==> config.mk <==
export PLATFORM = sky130hd
export DESIGN_NAME = adsr_envelope
export DESIGN_NICKNAME = d
export VERILOG_FILES = /design/src/rtl/synth_pkg.sv /design/src/rtl/adsr_envelope.sv
export SDC_FILE = /design/constraint.sdc
export NUM_CORES = 2
export LEC_CHECK = 0
export ABC_CLOCK_PERIOD_IN_PS = 9050
export CORE_MARGIN = 3
export CORE_UTILIZATION = 58
export CTS_CLUSTER_SIZE = 24
export DETAILED_ROUTE_END_ITERATION = 16
export GPL_ROUTABILITY_DRIVEN = 0
export PLACE_DENSITY = 0.86
export SKIP_CTS_REPAIR_TIMING = 1
export SYNTH_ARGS = -nofsm -noshare
export SYNTH_HDL_FRONTEND = slang
export SYNTH_SLANG_ARGS = --single-unit
==> constraint.sdc <==
create_clock -name clk_in -period 9.05 [get_ports clk_in]
set_input_delay 1.81 -clock clk_in [delete_from_list [all_inputs] [get_ports clk_in]]
set_output_delay 1.81 -clock clk_in [all_outputs]
set_load 0.03 [all_outputs]
Fig. 1: floorplan with the power grid
Scale bar: 100 um. Pins as bars on the die edge. Tap cells in grey.
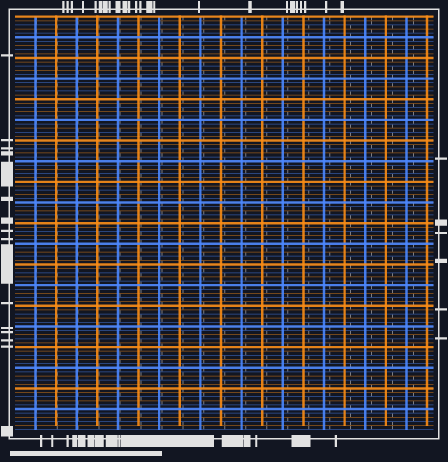
legend:
  VDD:
    colour: orange
  VSS:
    colour: blue
tap cells: 969
met5 straps: 20
met4 straps: 20
met1 rails: 101
worst vdd ir: 0.3573 mV
Die W: 281.8 um
core area: 74950 sq um

Fig. 2: cells coloured by class
Scale bar: 100 um.
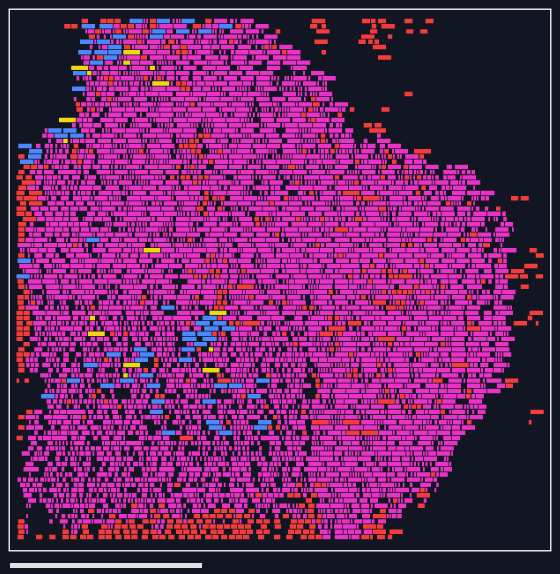
legend:
  clock drivers and dummy loads:
    colour: yellow
    cells: 16
    share_of_their_area: 0.58%
  registers:
    colour: blue
    cells: 69
    share_of_their_area: 2.8%
  remaining logic cells:
    colour: magenta
    cells: 4884
    share_of_their_area: 86%
  remaining buffers and delay cells:
    colour: red
    cells: 529
    share_of_their_area: 11%
sequential cell area share: 0.02776
row count: 100
Final Instance Area: 50260 sq um

Fig. 3: clock distribution
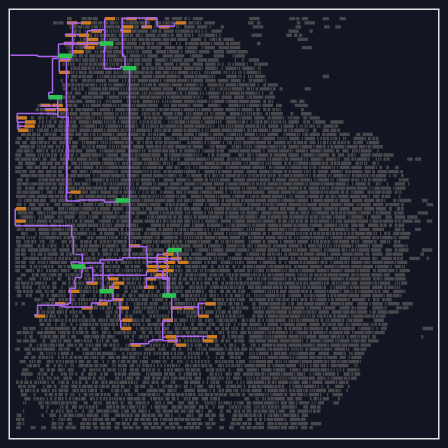
legend:
  clock wires:
    colour: purple
    length: 1440 um
  flip-flops:
    colour: orange
    count: 69
  clock-net drivers:
    colour: green
    count: 9
routed clock nets: 10
clk pwr: 0.000367 W
clock power share: 0.039

==> results.yml <==
# flow metrics
power_and_ir_drop:
  p_seq_frac: 0.048
  p_leak_nw: 24.93
  pwr-share-comb: 0.914
run:
  max-cap-violations: 0
finish:
  biggestCellCategory: "combinational gates"
drt:
  dr.pass1.iters: 10
  drtIter0Drc: 5653
final_timing:
  fin_setup_tns_ns: -0.5090
  rsz0062_at_grt: "true"
  setup_viol: 8
  fin_crit_sh: 1.012
  layout_setup_ws_ns: -0.1124
  timing.fmax_ghz: 0.1091
yosys:
  most_common_cell: "inv_1"
  aoi_share: 0.1113
  ff_type: "dfxtp_1"
  yosys_cells: 5231
grt:
  grt_use_met1: 0.4453
  met3_usage: 0.1046
  first_global_vias: 42790
  grt_pass1_wl_mm: 229.4
  use_met2: 0.5922
  top_usage_layer: "met2"
placed_design:
  portBuffers: 229
  dp_hpwl_mm: 117.5
cts:
  cts.sinks: 69
outcome:
  violations: "setup timing"
  outcome: "complete, but fails checks"
worst_setup_path:
  slowest_delay_ns: 0.59
Power and IR drop assume default switching activity.
